**config.mk**
```make
export PLATFORM = sky130hd
export DESIGN_NAME = serial_adder_flat
export DESIGN_NICKNAME = d
export VERILOG_FILES = /design/src/rtl/serial_adder_pkg.sv /design/src/rtl/serial_adder_if.sv /design/src/rtl/full_adder.sv /design/src/rtl/serial_adder.sv /design/src/flat_wrapper.sv
export SDC_FILE = /design/constraint.sdc
export NUM_CORES = 1
export LEC_CHECK = 0
export CAP_MARGIN = 20
export CORE_ASPECT_RATIO = 1.75
export CORE_MARGIN = 3
export CORE_UTILIZATION = 49
export CTS_BUF_LIST = sky130_fd_sc_hd__clkbuf_4 sky130_fd_sc_hd__clkbuf_8
export DETAILED_ROUTE_END_ITERATION = 16
export GPL_ROUTABILITY_DRIVEN = 0
export PLACE_DENSITY_LB_ADDON = 0.08
export SYNTH_ARGS = -nofsm -noshare
export SYNTH_HDL_FRONTEND = slang
export SYNTH_SLANG_ARGS = --single-unit
```
**constraint.sdc**
```tcl
create_clock -name clk -period 1.5 [get_ports clk]
set_input_delay 0.45 -clock clk [delete_from_list [all_inputs] [get_ports clk]]
set_output_delay 0.45 -clock clk [all_outputs]
set_load 0.02 [all_outputs]
```
**src/rtl/serial_adder_pkg.sv**
```systemverilog
// Shared constants for the bit-serial adder.
//   state_t       : FSM state encoding (IDLE / SHIFT / DONE)
//   DEFAULT_WIDTH : default operand/result width in bits
package serial_adder_pkg;

    typedef enum logic [1:0] {
        ST_IDLE  = 2'd0,
        ST_SHIFT = 2'd1,
        ST_DONE  = 2'd2
    } state_t;

    localparam int DEFAULT_WIDTH = 8;

endpackage

```
**src/rtl/serial_adder_if.sv**
```systemverilog
// Request/result bundle of the bit-serial adder.
//   start     : request pulse, accepted only while the adder is IDLE or DONE
//   a, b      : operands, captured on the accepted start edge
//   carry_in  : initial carry, captured on the accepted start edge
//   busy      : high while bits are being shifted through the full adder
//   done      : one-cycle completion pulse; sum/carry_out valid from then on
//   sum       : registered WIDTH-bit result
//   carry_out : registered final carry
//   state     : current FSM state, for observation only
//
// Handshake: a request transfers on a rising edge where start=1 and busy=0
// (busy acts as the inverse of ready). done is a valid strobe with no
// back-pressure; the result then stays held until the next completion.
interface serial_adder_if
    import serial_adder_pkg::*;
#(
    parameter int WIDTH = DEFAULT_WIDTH
);
    logic             start;
    logic [WIDTH-1:0] a;
    logic [WIDTH-1:0] b;
    logic             carry_in;
    logic             busy;
    logic             done;
    logic [WIDTH-1:0] sum;
    logic             carry_out;
    state_t           state;

    modport master (
        output start, a, b, carry_in,
        input  busy, done, sum, carry_out, state
    );

    modport slave (
        input  start, a, b, carry_in,
        output busy, done, sum, carry_out, state
    );
endinterface

```
**src/rtl/full_adder.sv**
```systemverilog
// Single-bit full adder cell.
//   x, y      : addend bits
//   carry_in  : incoming carry
//   sum       : x ^ y ^ carry_in
//   carry_out : majority of the three inputs
module full_adder (
    input  logic x,
    input  logic y,
    input  logic carry_in,
    output logic sum,
    output logic carry_out
);
    assign sum       = x ^ y ^ carry_in;
    assign carry_out = (x & y) | (carry_in & (x ^ y));
endmodule

```
**src/rtl/serial_adder.sv**
```systemverilog
// Bit-serial WIDTH-bit adder built around one full_adder cell, LSB first.
//   clk   : system clock, rising edge
//   rst_n : asynchronous active-low reset
//   bus   : serial_adder_if slave (start/a/b/carry_in in;
//           busy/done/sum/carry_out/state out)
// A request takes WIDTH shift cycles followed by a one-cycle DONE state; a
// new start in DONE restarts immediately so operations can run back to back.
module serial_adder
    import serial_adder_pkg::*;
#(
    parameter int WIDTH = DEFAULT_WIDTH
) (
    input  logic          clk,
    input  logic          rst_n,
    serial_adder_if.slave bus
);
    localparam int              CNT_W    = $clog2(WIDTH);
    localparam logic [CNT_W-1:0] CNT_LAST = CNT_W'(WIDTH - 1);

    state_t           state;
    state_t           state_nxt;
    logic             load;
    logic             shift_en;
    logic             last_bit;

    logic [WIDTH-1:0] a_sr;
    logic [WIDTH-1:0] b_sr;
    logic [WIDTH-1:0] res_sr;
    logic             c_ff;
    logic [CNT_W-1:0] cnt;
    logic [WIDTH-1:0] sum_q;
    logic             cout_q;

    logic             fa_sum;
    logic             fa_cout;

    full_adder u_fa (
        .x         (a_sr[0]),
        .y         (b_sr[0]),
        .carry_in  (c_ff),
        .sum       (fa_sum),
        .carry_out (fa_cout)
    );

    // State register
    always_ff @(posedge clk or negedge rst_n) begin
        if (!rst_n) begin
            state <= ST_IDLE;
        end else begin
            state <= state_nxt;
        end
    end

    // Next-state and datapath control
    always_comb begin
        state_nxt = state;
        load      = 1'b0;
        shift_en  = 1'b0;
        last_bit  = 1'b0;
        case (state)
            ST_IDLE: begin
                if (bus.start) begin
                    load      = 1'b1;
                    state_nxt = ST_SHIFT;
                end
            end
            ST_SHIFT: begin
                // start is deliberately ignored here; the operation in
                // flight always runs to completion.
                shift_en = 1'b1;
                if (cnt == CNT_LAST) begin
                    last_bit  = 1'b1;
                    state_nxt = ST_DONE;
                end
            end
            ST_DONE: begin
                if (bus.start) begin
                    load      = 1'b1;
                    state_nxt = ST_SHIFT;
                end else begin
                    state_nxt = ST_IDLE;
                end
            end
            default: state_nxt = ST_IDLE;
        endcase
    end

    // Operand shift registers, carry flip-flop, bit counter
    always_ff @(posedge clk or negedge rst_n) begin
        if (!rst_n) begin
            a_sr   <= '0;
            b_sr   <= '0;
            res_sr <= '0;
            c_ff   <= 1'b0;
            cnt    <= '0;
        end else if (load) begin
            a_sr   <= bus.a;
            b_sr   <= bus.b;
            res_sr <= '0;
            c_ff   <= bus.carry_in;
            cnt    <= '0;
        end else if (shift_en) begin
            // Result bits enter at the MSB so after WIDTH shifts the first
            // (LSB) bit has arrived at position 0.
            res_sr <= {fa_sum, res_sr[WIDTH-1:1]};
            a_sr   <= {1'b0, a_sr[WIDTH-1:1]};
            b_sr   <= {1'b0, b_sr[WIDTH-1:1]};
            c_ff   <= fa_cout;
            cnt    <= cnt + 1'b1;
        end
    end

    // Result registers: updated only on the final bit so the visible result
    // stays stable throughout the next operation's shift phase.
    always_ff @(posedge clk or negedge rst_n) begin
        if (!rst_n) begin
            sum_q  <= '0;
            cout_q <= 1'b0;
        end else if (last_bit) begin
            sum_q  <= {fa_sum, res_sr[WIDTH-1:1]};
            cout_q <= fa_cout;
        end
    end

    assign bus.busy      = (state == ST_SHIFT);
    assign bus.done      = (state == ST_DONE);
    assign bus.sum       = sum_q;
    assign bus.carry_out = cout_q;
    assign bus.state     = state;

endmodule

```
**src/flat_wrapper.sv**
```systemverilog
// flat-port wrapper written by rule: the top's interface ports become plain ports
module serial_adder_flat import serial_adder_pkg::*;
#(
    parameter int WIDTH = DEFAULT_WIDTH
)
  (clk, rst_n, bus_start, bus_a, bus_b, bus_carry_in, bus_busy, bus_done, bus_sum, bus_carry_out, bus_state);
  serial_adder_if #(.WIDTH(WIDTH)) bus_i ();
  input  logic clk;
  input  logic rst_n;
  input wire logic [$bits(bus_i.start)-1:0] bus_start;
  input wire logic [$bits(bus_i.a)-1:0] bus_a;
  input wire logic [$bits(bus_i.b)-1:0] bus_b;
  input wire logic [$bits(bus_i.carry_in)-1:0] bus_carry_in;
  output wire logic [$bits(bus_i.busy)-1:0] bus_busy;
  output wire logic [$bits(bus_i.done)-1:0] bus_done;
  output wire logic [$bits(bus_i.sum)-1:0] bus_sum;
  output wire logic [$bits(bus_i.carry_out)-1:0] bus_carry_out;
  output wire logic [$bits(bus_i.state)-1:0] bus_state;
  assign bus_i.start = bus_start;
  assign bus_i.a = bus_a;
  assign bus_i.b = bus_b;
  assign bus_i.carry_in = bus_carry_in;
  assign bus_busy = bus_i.busy;
  assign bus_done = bus_i.done;
  assign bus_sum = bus_i.sum;
  assign bus_carry_out = bus_i.carry_out;
  assign bus_state = bus_i.state;
  serial_adder #(.WIDTH(WIDTH)) u_core (.clk(clk), .rst_n(rst_n), .bus(bus_i));
endmodule
```
==> changes_impl.md <==
## Implementation

- Placed cells: 226
- Most frequent cells in the layout: mux2i_1 (47), dfrtp_1 (37), clkdlybuf4s50_1 (18)
- Dpl hpwl: about 2.7 mm
- Row count: 29
- # Post-CTS Setup Buffers: 2
- Seq share, synth: 0.487
- Cell Chain, Critical Path: buf_6, nor2b_4, buf_6
- Core region area: roughly 3700 um^2
- Fmax: 672 MHz
- Die Span Y: between 80 and 90 um
- Hold buffers post-CTS: 0
- Grt peak-use layer: met2
- CTS Sinks: 38
- CP dominant cell by count: buf_6
- Part of the cycle the worst path needs: 0.992
- First drt pass iteration count: 3
- CTS root buf: clkbuf_8
- Final hold vios: 0
- Final Skew: between 0.006 and 0.007 ns
- Pwr/cell area: slightly below 2000 nW/um^2
- FF-to-FF Start: u_core.bus.state[0]$_DFFE_PN0P_
- Worst min path class: input pin to async pin
- Sw frac: 0.334
- H-tree Lvls: 2
- Clk pwr share: 0.214
- Crit path max fanout: 3
- Log Warnings: 28
- FF-to-FF path depth: 5
- Post-synth cell types: 21
- Vias in the first global route: 1326
- Largest net degree at the start of global routing: 19
- Status: finished, final reports clean
- Worst Tran Pin Value: roughly 0.4 ns
- FF-to-FF End: u_core.bus.sum[6]$_DFFE_PN0P_
- GR Overflow Total: 0
- Combinational Power Share: 0.413
[cell type report]
type	instances	area, um^2	area share
multi-input combinational	89	895	0.358
sequential	38	952	0.381
tap	46	57.6	0.0230
clock inverter	3	68.8	0.0275
clock buffer	5	68.8	0.0275
timing repair buffer	47	429	0.172
inverter	8	30.0	0.0120
[cells in the mapped netlist (all sizes together)]
library cell  count  share of area
nor2b             3         0.0096
nor2              1         0.0019
buf              11          0.045
dfrtp            38           0.49
mux2             12          0.088
a22o              4          0.018
fa                1          0.010
nand3b            7          0.027
o31ai             6          0.023
inv               8          0.015
xnor2             1         0.0045
o21ai             2         0.0051
nand3             2         0.0051
a21o              1         0.0038
ha                2          0.013
mux2i            47           0.24
clkbuf            1         0.0019
[how the worst max path moves through the flow]
stage | start | end | slack, ns | cells after the start
2_1_floorplan | u_core.bus.state[0]$_DFFE_PN0P_ | bus_done | 0.03 | 3
3_3_place_gp | bus_start | u_core.res_sr[6]$_DFFE_PN0P_ | -0.16 | 3
3_5_place_dp | bus_start | u_core.res_sr[5]$_DFFE_PN0P_ | -0.24 | 3
4_1_cts | u_core.bus.state[0]$_DFFE_PN0P_ | bus_done | -0.01 | 3
5_1_grt | u_core.bus.state[0]$_DFFE_PN0P_ | bus_done | -0.02 | 3
6_report | u_core.bus.state[0]$_DFFE_PN0P_ | bus_done | 0.01 | 3
[critical path, delay by kind of cell (launching register included)]
family	cells	cell delay, ns
simple gates	1	0.10
buf+inv	2	0.25
flops	1	0.40
[cell families after synthesis]
logic type               count (synthesis)  share of synthesized area
AND-OR/OR-AND                           13                     0.0500
XOR/XNOR                                 1                    0.00449
buffers and inverters                   20                     0.0628
flip-flops                              38                      0.487
multiplexers                            59                      0.329
AND/OR/NAND/NOR                         13                     0.0436
adder cells (fa/ha/maj)                  3                     0.0231
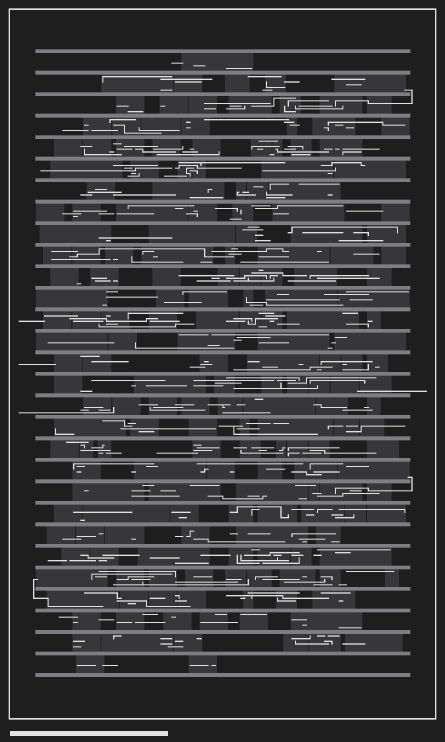
*Met1 routing*
Bar = 20 um. Supply wires on this layer in gray. Cells faint in the background.
longest straight run: 17.0 um
share of all routed wire: 39%
main direction: horizontal
final WL: 3.71 mm
DR vias: 1269

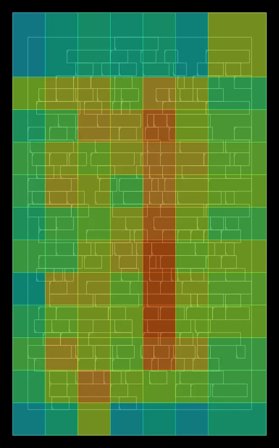
*Routing congestion*
WL/cell: 15.7 um
Finished Core Util: 0.669
met1 Use GR: 0.194
grt met3 use: 0.0501

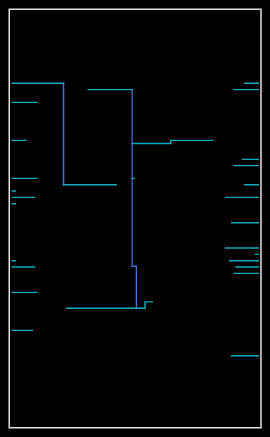
*Routed metal, one color a layer*
Only two layers are drawn.
legend:
  met3:
    color: cyan
    wire_length: 167 um
  met4:
    color: blue
    wire_length: 69.6 um
Total GRT Usage: 0.177

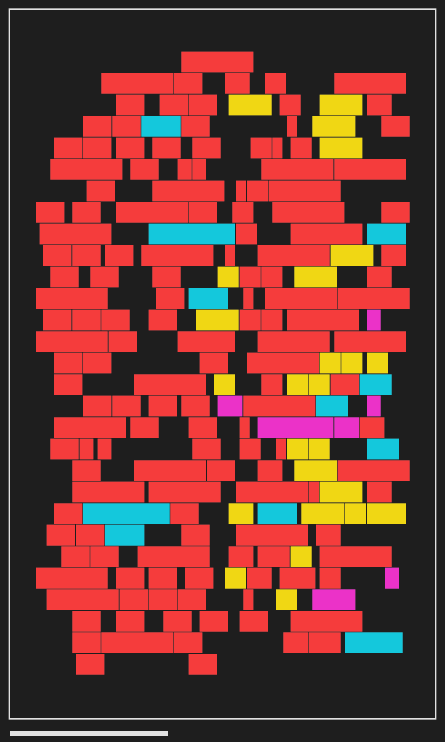
*Sizing map*
Bar = 20 um.
legend:
  drive 2:
    color: magenta
    cells: 7
    share: 3.7%
  drive 1 or less:
    color: red
    cells: 147
    share: 77%
  drive 6 and up:
    color: cyan
    cells: 11
    share: 5.8%
  drive 3 to 4:
    color: yellow
    cells: 25
    share: 13%
setup ws final: 0.0125 ns
area delta synth->final: 28.1%
Finished Cell Area: 2500 um^2
bufs w/o clock: 47

Power is estimated from default activity; no workload was simulated.
